File: config.mk
export PLATFORM = sky130hd
export DESIGN_NAME = wb_initiator
export DESIGN_NICKNAME = d
export VERILOG_FILES = /design/src/rtl/wb_initiator_pkg.sv /design/src/rtl/wb_initiator.sv
export SDC_FILE = /design/constraint.sdc
export NUM_CORES = 1
export LEC_CHECK = 0
export CAP_MARGIN = 40
export CELL_PAD_IN_SITES_DETAIL_PLACEMENT = 0
export CELL_PAD_IN_SITES_GLOBAL_PLACEMENT = 2
export CORE_ASPECT_RATIO = 2
export CORE_MARGIN = 4
export CORE_UTILIZATION = 26
export DETAILED_ROUTE_END_ITERATION = 10
export GPL_ROUTABILITY_DRIVEN = 0
export MAX_ROUTING_LAYER = met4
export PLACE_DENSITY = 0.84
export REMOVE_ABC_BUFFERS = 1
export SYNTH_ARGS = -nofsm -noshare
export SYNTH_HDL_FRONTEND = slang
export SYNTH_SLANG_ARGS = --single-unit
File: constraint.sdc
create_clock -name clk_i -period 2.1 [get_ports clk_i]
set_input_delay 0.42 -clock clk_i [delete_from_list [all_inputs] [get_ports clk_i]]
set_output_delay 0.42 -clock clk_i [all_outputs]
set_load 0.03 [all_outputs]
File: src/rtl/wb_initiator_pkg.sv
// Shared types for the single-transfer Wishbone initiator: response status codes
// and FSM state encoding.
package wb_initiator_pkg;

    typedef enum logic [1:0] {
        STATUS_OK      = 2'd0,
        STATUS_ERR     = 2'd1,
        STATUS_RETRY   = 2'd2,
        STATUS_TIMEOUT = 2'd3
    } status_t;

    typedef enum logic [2:0] {
        S_IDLE,
        S_REQ,
        S_WAIT,
        S_BACKOFF,
        S_RESP
    } state_t;

endpackage

File: src/rtl/wb_initiator.sv
// Single-transfer Wishbone pipelined-mode initiator: one bus cycle per accepted
// command, with bounded retry, response timeout and a held response stream.
module wb_initiator
    import wb_initiator_pkg::*;
#(
    parameter int ADDR_WIDTH     = 2,
    parameter int TIMEOUT_CYCLES = 255,
    parameter int MAX_RETRIES    = 3
) (
    input  logic                  clk_i,
    input  logic                  rst_i,
    input  logic                  cmd_valid_i,
    output logic                  cmd_ready_o,
    input  logic                  cmd_we_i,
    input  logic [ADDR_WIDTH-1:0] cmd_adr_i,
    input  logic [7:0]            cmd_dat_i,
    output logic                  rsp_valid_o,
    input  logic                  rsp_ready_i,
    output logic [7:0]            rsp_dat_o,
    output logic [1:0]            rsp_status_o,
    output logic                  cyc_o,
    output logic                  stb_o,
    output logic                  we_o,
    output logic [ADDR_WIDTH-1:0] adr_o,
    output logic [7:0]            dat_o,
    input  logic                  ack_i,
    input  logic                  err_i,
    input  logic                  rty_i,
    input  logic                  stall_i,
    input  logic [7:0]            dat_i
);

    localparam int TW = $clog2(TIMEOUT_CYCLES + 1);
    // A zero-width retry counter is illegal, so keep at least one bit.
    localparam int RW = (MAX_RETRIES > 0) ? $clog2(MAX_RETRIES + 1) : 1;
    localparam logic [TW-1:0] TMO_LAST = TW'(TIMEOUT_CYCLES - 1);
    localparam logic [RW-1:0] RTY_MAX  = RW'(MAX_RETRIES);

    state_t                  state_q, state_d;
    status_t                 status_q, status_d;
    logic                    we_q, we_d;
    logic [ADDR_WIDTH-1:0]   adr_q, adr_d;
    logic [7:0]              dat_q, dat_d;
    logic [7:0]              rsp_dat_q, rsp_dat_d;
    logic [TW-1:0]           tmo_q, tmo_d;
    logic [RW-1:0]           retry_q, retry_d;
    logic                    cmd_ready_q, cmd_ready_d;
    logic                    cyc_q, cyc_d;
    logic                    stb_q, stb_d;
    logic                    rsp_valid_q, rsp_valid_d;

    always_comb begin
        state_d   = state_q;
        status_d  = status_q;
        we_d      = we_q;
        adr_d     = adr_q;
        dat_d     = dat_q;
        rsp_dat_d = rsp_dat_q;
        tmo_d     = tmo_q;
        retry_d   = retry_q;

        case (state_q)
            S_IDLE: begin
                if (cmd_valid_i && cmd_ready_q) begin
                    we_d    = cmd_we_i;
                    adr_d   = cmd_adr_i;
                    dat_d   = cmd_dat_i;
                    tmo_d   = '0;
                    retry_d = '0;
                    state_d = S_REQ;
                end
            end
            S_REQ, S_WAIT: begin
                tmo_d = tmo_q + TW'(1);
                // err > rty > ack, and any termination beats the timeout.
                if (err_i) begin
                    status_d  = STATUS_ERR;
                    rsp_dat_d = '0;
                    state_d   = S_RESP;
                end else if (rty_i) begin
                    if (retry_q < RTY_MAX) begin
                        retry_d = retry_q + RW'(1);
                        state_d = S_BACKOFF;
                    end else begin
                        status_d  = STATUS_RETRY;
                        rsp_dat_d = '0;
                        state_d   = S_RESP;
                    end
                end else if (ack_i) begin
                    status_d  = STATUS_OK;
                    rsp_dat_d = we_q ? 8'h00 : dat_i;
                    state_d   = S_RESP;
                end else if (tmo_q == TMO_LAST) begin
                    status_d  = STATUS_TIMEOUT;
                    rsp_dat_d = '0;
                    state_d   = S_RESP;
                end else if (state_q == S_REQ && !stall_i) begin
                    state_d = S_WAIT;
                end
            end
            S_BACKOFF: begin
                tmo_d   = '0;
                state_d = S_REQ;
            end
            S_RESP: begin
                if (rsp_ready_i) begin
                    state_d = S_IDLE;
                end
            end
            default: begin
                state_d = S_IDLE;
            end
        endcase

        // Outputs are registered images of the next state.
        cmd_ready_d = (state_d == S_IDLE);
        cyc_d       = (state_d == S_REQ) || (state_d == S_WAIT);
        stb_d       = (state_d == S_REQ);
        rsp_valid_d = (state_d == S_RESP);
    end

    always_ff @(posedge clk_i) begin
        if (rst_i) begin
            state_q     <= S_IDLE;
            status_q    <= STATUS_OK;
            we_q        <= 1'b0;
            adr_q       <= '0;
            dat_q       <= '0;
            rsp_dat_q   <= '0;
            tmo_q       <= '0;
            retry_q     <= '0;
            cmd_ready_q <= 1'b0;
            cyc_q       <= 1'b0;
            stb_q       <= 1'b0;
            rsp_valid_q <= 1'b0;
        end else begin
            state_q     <= state_d;
            status_q    <= status_d;
            we_q        <= we_d;
            adr_q       <= adr_d;
            dat_q       <= dat_d;
            rsp_dat_q   <= rsp_dat_d;
            tmo_q       <= tmo_d;
            retry_q     <= retry_d;
            cmd_ready_q <= cmd_ready_d;
            cyc_q       <= cyc_d;
            stb_q       <= stb_d;
            rsp_valid_q <= rsp_valid_d;
        end
    end

    assign cmd_ready_o  = cmd_ready_q;
    assign cyc_o        = cyc_q;
    assign stb_o        = stb_q;
    assign we_o         = we_q;
    assign adr_o        = adr_q;
    assign dat_o        = dat_q;
    assign rsp_valid_o  = rsp_valid_q;
    assign rsp_dat_o    = rsp_dat_q;
    assign rsp_status_o = status_q;

endmodule

==> results.toml, run 1 <==
# flow metrics
[clock_network]
clockBufferDepth = 2
cts_post_setup_buffers_inserted = 0
clock_insertion_delay_worst_skew_ns = 0.28
clock-sinks = 38
post_cts_resize_count = 0
clk_root_buffer_cell = "clkbuf_16"
clk_pin_slew_worst_paths_ns = 0.05

[sta]
setup_viol_count_final = 0
post_route_setup_slack_ns = 0.279
post-route-period-util_pct = 86.7
rsz_0062_raised_after_global_routing = "false"

[placed_design]
buffer_ports.inserted = 51
detailedPlacementHpwl_um = 3300
placement.setup.worst_slack_ns = -0.0103
placement.cell_area_um2 = 2280
post-place-cells = 317

[layout]
count_of_nets_after_finishing = 270
final_area_um2 = 2410
diode_count = 0
layout.area.comb_um2 = 791
final-seq-area_um2 = 761
fillerInstances = 620

[setup_path]
endpoint_kind = "register"
crit-reg2reg-launch = "tmo_q[0]$_SDFFE_PP0P_"
r2r_setup_slack_ns = 0.39

[floorplan]
floorplan.die_area_um2 = 7670

[logic_synthesis]
gate_count_after_technology_mapping = 180
async_reset_ff_share_pct = 0
netlist_area_um2 = 1630
yosys-stat-area_um2 = 1630
synth.top_cells.by_area = "dfxtp_1 47%, mux2i_1 6.8%, nor2_1 6.7%, a21oi_1 4.9%, nand3_1 4.0%"

[grt]
grt_antenna_before_repair = 0
grt_start_max_net_pins = 16

[routing]
via_per_inst = 4.50
detail-route-antenna-nets = 0

[run_status]
outcome = "completed"
## run 1: power by group
group / internal [mW] / switching, mW / total (mW)
logic: 0.160 / 0.169 / 0.329
clock network: 0.458 / 0.277 / 0.735
registers: 0.756 / 0.0281 / 0.784
## run 1: layer usage
layer | wire length [µm] | global-route usage, % | vias up
met5 | 0 | - | -
li1 | - | - | 737
met1 | 1570 | 11.1 | 674
met3 | 187 | 3.56 | 9
met4 | 121 | 6.09 | 0
met2 | 2380 | 22.3 | 33
## run 1: sequential cells by signal, summed over array words and instances, names as in the netlist
name / count
dat_o: 8
rsp_dat_o: 8
tmo_q: 8
state_q: 3
adr_o: 2
retry_q: 2
rsp_status_o: 2
cmd_ready_o: 1
cyc_o: 1
rsp_valid_o: 1
stb_o: 1
we_o: 1
## run 1: cell type report
type	count	share of cell area, %
repair buffers	64	25.2
clock buffers	6	5.75
flip-flops and latches	38	31.5
inverters	3	0.466
multi-input cells	128	32.7
well taps	84	4.35
## run 1: path summary, 6_finish.rpt
path | end | cells past startpoint
max | cyc_o$_SDFF_PP0_ | 7
min reg2reg | rsp_dat_o[0]$_SDFFE_PP0P_ | 2
max reg2reg | cmd_ready_o$_SDFF_PP0_ | 8
min | rsp_dat_o[0]$_SDFFE_PP0P_ | 2
## run 1: kinds of logic (layout without fill, tap and decap cells)
family / count (synthesis) / after routing / synth area share [%]
DFF: 38 / 38 / 46.7
buffers and inverters: 14 / 73 / 5.07
and+or+nand+nor: 72 / 72 / 20.7
xor gates and xnor gates: 9 / 9 / 4.84
muxes: 12 / 12 / 7.46
AOI/OAI and AO/OA: 32 / 32 / 12.9
adders and majority gates: 3 / 3 / 2.31
## run 1: worst max-delay path, cell delays in order
cell	delay, ns
clkdlybuf4s50_1	0.46
buf_4	0.16
a211oi_2	0.20
nand4bb_1	0.12
o2111ai_1	0.36
nand2_1	0.16
o21ai_1	0.15
## run 1: cell usage in the layout (no fill, tap or decap), drive strengths merged
cell type      count
nand4              3
nor3b              1
nand3             13
a31oi              1
clkdlybuf4s50     51
a21o               1
o31a               2
buf               13
nand4bb            1
xor2               4
mux2               1
nor4               1
nor3               1
o2111ai            1
clkbuf             6
o21bai             2
dfxtp             38
nand2             16
a211o              1
nor2              30
or4                1
ha                 3
a21oi             16
nor4b              1
nand2b             2
and3               2
mux2i             11
a211oi             5
o31ai              1
inv                3
o21ai              2
xnor2              5
## run 1: stage by stage
stage / util [%] / setup TNS (ns) / power (mW) / hold WS [ns]
after floorplan: - / -6.16 / 0.961 / 0.444
after global placement: 37.6 / -0.0917 / 1.13 / 0.441
after detailed placement: 37.6 / -0.0103 / 1.13 / 0.446
after CTS: 39.9 / 0 / 1.88 / 0.455
after global routing: 39.9 / 0 / 1.93 / 0.481
final: 39.9 / 0 / 1.85 / 0.452
Fig. 1: run 1, track usage over the die
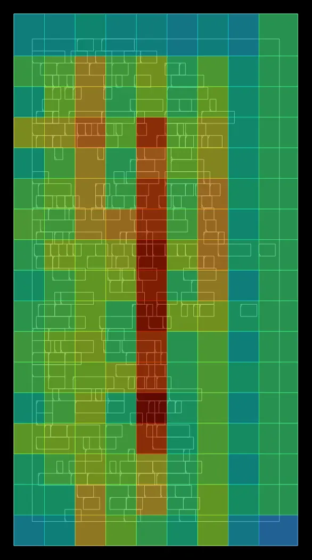
routed len/inst: 13.2 µm
met3 demand-to-capacity share in global routing: 3.56%

Fig. 2: run 1, power grid
The bar under the picture is 20 µm long. Pins as bars on the die edge.
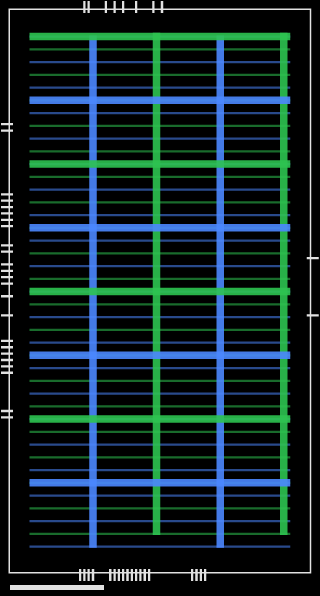
net	color
VSS	blue
VDD	green
signal pins	52
rows	40
met1 rails	41
met4 straps	4
die span in y: 120 µm
core region area: 6060 µm²
worst vdd ir: 0.479 mV
Die Span X: 64.0 µm

Fig. 3: run 1, local utilization
The bar under the picture is 20 µm long. The die is cut into 6 by 12 equal tiles; black is low, pale yellow is high, 0 to 100% covered.
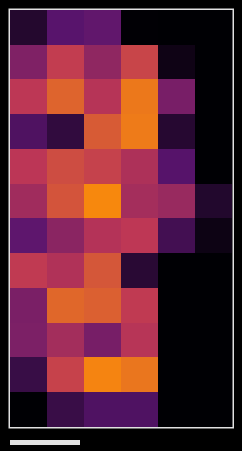
fullest tile	74%
nearly empty tiles	25%
emptiest ninth of the die	bottom right
mean over tiles	30%
fp util: 26.9%
fraction of the core area covered by cells at the end of the flow: 39.9%

==> run 2, diff against run 1 <==
SKIP_LAST_GASP = 1   (was unset)
Fig. 4: run 2, placement by cell class
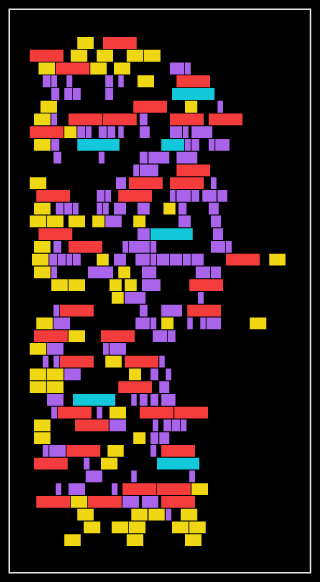
class	color	cells	share of their area
flip-flops	red	38	33%
clock drivers and dummy loads	cyan	6	6.0%
other buffers and delay cells	yellow	64	26%
all other logic	purple	131	35%

==> run 2 against run 1 <==
  * Design area is the same
  * Sequential power about the same
  * Combinational power hardly changed
  * Critical path depth unchanged
  * Non-clock buffer count stayed put
  * Critical path type unchanged
==> results.toml, run 2 <==
# flow metrics
[sta]
rsz_0062_raised_after_global_routing = "false"
setup_viol_count_final = 0
finClkSkew_ns = 0.00336
slew_worst_pin_ns = 0.456
fin_setup_tns_ns = 0
slew_headroom_pct = 69.6
report.final.slew_viol_count = 0
hold_viol_final = 0
post_route_setup_slack_ns = 0.279
final.min_clock_period_ns = 1.82
post-route-period-util_pct = 86.7

[min_path]
timing.hold.worst.class = "reg -> reg"
min_delay_path_depth = 2

[layout]
fillerInstances = 620
mostFrequentLayoutCells = "51 x clkdlybuf4s50_1, 38 x dfxtp_1, 29 x nor2_1"
count_of_nets_after_finishing = 270
post_route_cells_drive_above_1_share_pct = 10.9
flow.area_growth_from_synthesis_pct = 48.3
layout.core_utilization_pct = 39.9
layout_top_cell_excl_fill_tap = "clkdlybuf4s50_1"
diode_count = 0

[run_status]
outcome = "completed"

[placed_design]
placement.setup.worst_slack_ns = -0.0103
post-place-cells = 317
buffer_ports.inserted = 51
detailedPlacementHpwl_um = 3300

[run]
log.warning_count = 26
max_cap_violations = 0

[setup_path]
worstSetupStartpointType = "input pin"
endpoint_kind = "register"
worst_r2r_path_depth = 8
arrival_ns = 2.04
crit_required_ns = 2.32
critical_path_peak_fanout = 3

[routing]
wire_per_inst_um = 13.2
dr_total_vias = 1453
detail-route-antenna-nets = 0
via_per_inst = 4.50
drtIter0Drc = 18
remaining_drc_errors = 0
dr.pass1.iters = 4

[clock_network]
cts.htree.levels = 2
cts_post_setup_buffers_inserted = 0
tritoncts_clock_tree = "done"
clk_root_buffer_cell = "clkbuf_16"
clockBufferDepth = 2
clock_insertion_delay_worst_skew_ns = 0.28
clk_pin_slew_worst_paths_ns = 0.05
clock-sinks = 38
post_cts_resize_count = 0

[logic_synthesis]
synth.top_cells.by_area = "dfxtp_1 47%, mux2i_1 6.8%, nor2_1 6.7%, a21oi_1 4.9%, nand3_1 4.0%"
cell_type_contributing_the_most_total_cell_area_after_synthesis = "dfxtp_1"
synthTopLogicFamily = "simple AND/OR/NAND/NOR gates"
synth.top_cell.area_share_pct = 46.7
yosys-stat-area_um2 = 1630
simple_gate_area_share_pct = 20.7
synth-seq-area-share_pct = 46.7
ao_oa_area_share_pct = 12.9
mux_contribution_to_synthesized_area_pct = 7.46
gate_count_after_technology_mapping = 180
netlist_area_um2 = 1630
xor_area_share_pct = 4.84
synth_warnings = 0
ys_sh_adder_pct = 2.31
async_reset_ff_share_pct = 0

[grt]
grt-busiest-layer = "met2"
grt_pass1_vias = 1496
grt_start_max_net_pins = 16
groute.layer.met1.usage_pct = 11.1
groute.layer.met2.usage_pct = 22.3
grt_antenna_before_repair = 0
global_route.usage.met3_pct = 3.56
first_pass_grt_wire_length_um = 7010

[pwr]
power-per-cell-area_nw_per_um2 = 765
finalPower_mw = 1.85
vdd_ir_drop_max_mv = 0.479

[floorplan]
floorplan.die_area_um2 = 7670
dieWidth_um = 64.0
initial_utilization_pct = 26.9
core_region_area_um2 = 6060
fp.dieH_um = 120
num_io_pins = 52
run 2: cell counts after synthesis:
No cell type changed its count.
run 2: power breakdown:
part	internal [mW]	leakage (nW)	switching, mW	total, mW
Sequential	0.756	0.308	0.0281	0.784
Clock	0.458	0.0688	0.277	0.735
Combinational	0.160	0.494	0.169	0.329
run 2: through the flow:
step / area, µm² / hold slack, ns
4_1_cts: 2410 / 0.455
6_report: 2410 / 0.452
5_1_grt: 2410 / 0.481
3_5_place_dp: 2280 / 0.446
3_3_place_gp: 2280 / 0.441
2_1_floorplan: 1560 / 0.444
run 2: worst max-delay path, cell delays in order:
cell	delay, ns
clkdlybuf4s50_1	0.46
buf_4	0.16
a211oi_2	0.20
nand4bb_1	0.12
o2111ai_1	0.36
nand2_1	0.16
o21ai_1	0.15
run 2: logic make-up (layout without fill, tap and decap cells):
family,count (synthesis),count (layout)
adders and majority gates,3,3
muxes,12,12
buffers and inverters,14,73
and+or+nand+nor,72,72
AOI/OAI and AO/OA,32,32
xor gates and xnor gates,9,9
DFF,38,38
run 2: final timing paths:
check | slack (ns) | startpoint | to
hold reg to reg | 0.45 | rsp_dat_o[0]$_SDFFE_PP0P_ | rsp_dat_o[0]$_SDFFE_PP0P_
hold / removal | 0.45 | rsp_dat_o[0]$_SDFFE_PP0P_ | rsp_dat_o[0]$_SDFFE_PP0P_
setup reg to reg | 0.39 | tmo_q[0]$_SDFFE_PP0P_ | cmd_ready_o$_SDFF_PP0_
setup / recovery | 0.28 | err_i | cyc_o$_SDFF_PP0_
run 2: metal layers:
metal / vias to the layer above / part of all wire [%]
met1: 674 / 37
met2: 33 / 56
met3: 9 / 4.4
met5: - / 0
met4: 0 / 2.8
li1: 737 / -
run 2: layout make-up:
| type | count | area (µm²) | share of cell area (%) |
|---|---|---|---|
| sequential | 38 | 761 | 31.5 |
| clock buffer | 6 | 139 | 5.75 |
| multi-input combinational | 128 | 791 | 32.7 |
| tap | 84 | 105 | 4.35 |
| timing repair buffer | 64 | 608 | 25.2 |
| inverter | 3 | 11.3 | 0.466 |
Power is estimated from default activity; no workload was simulated.
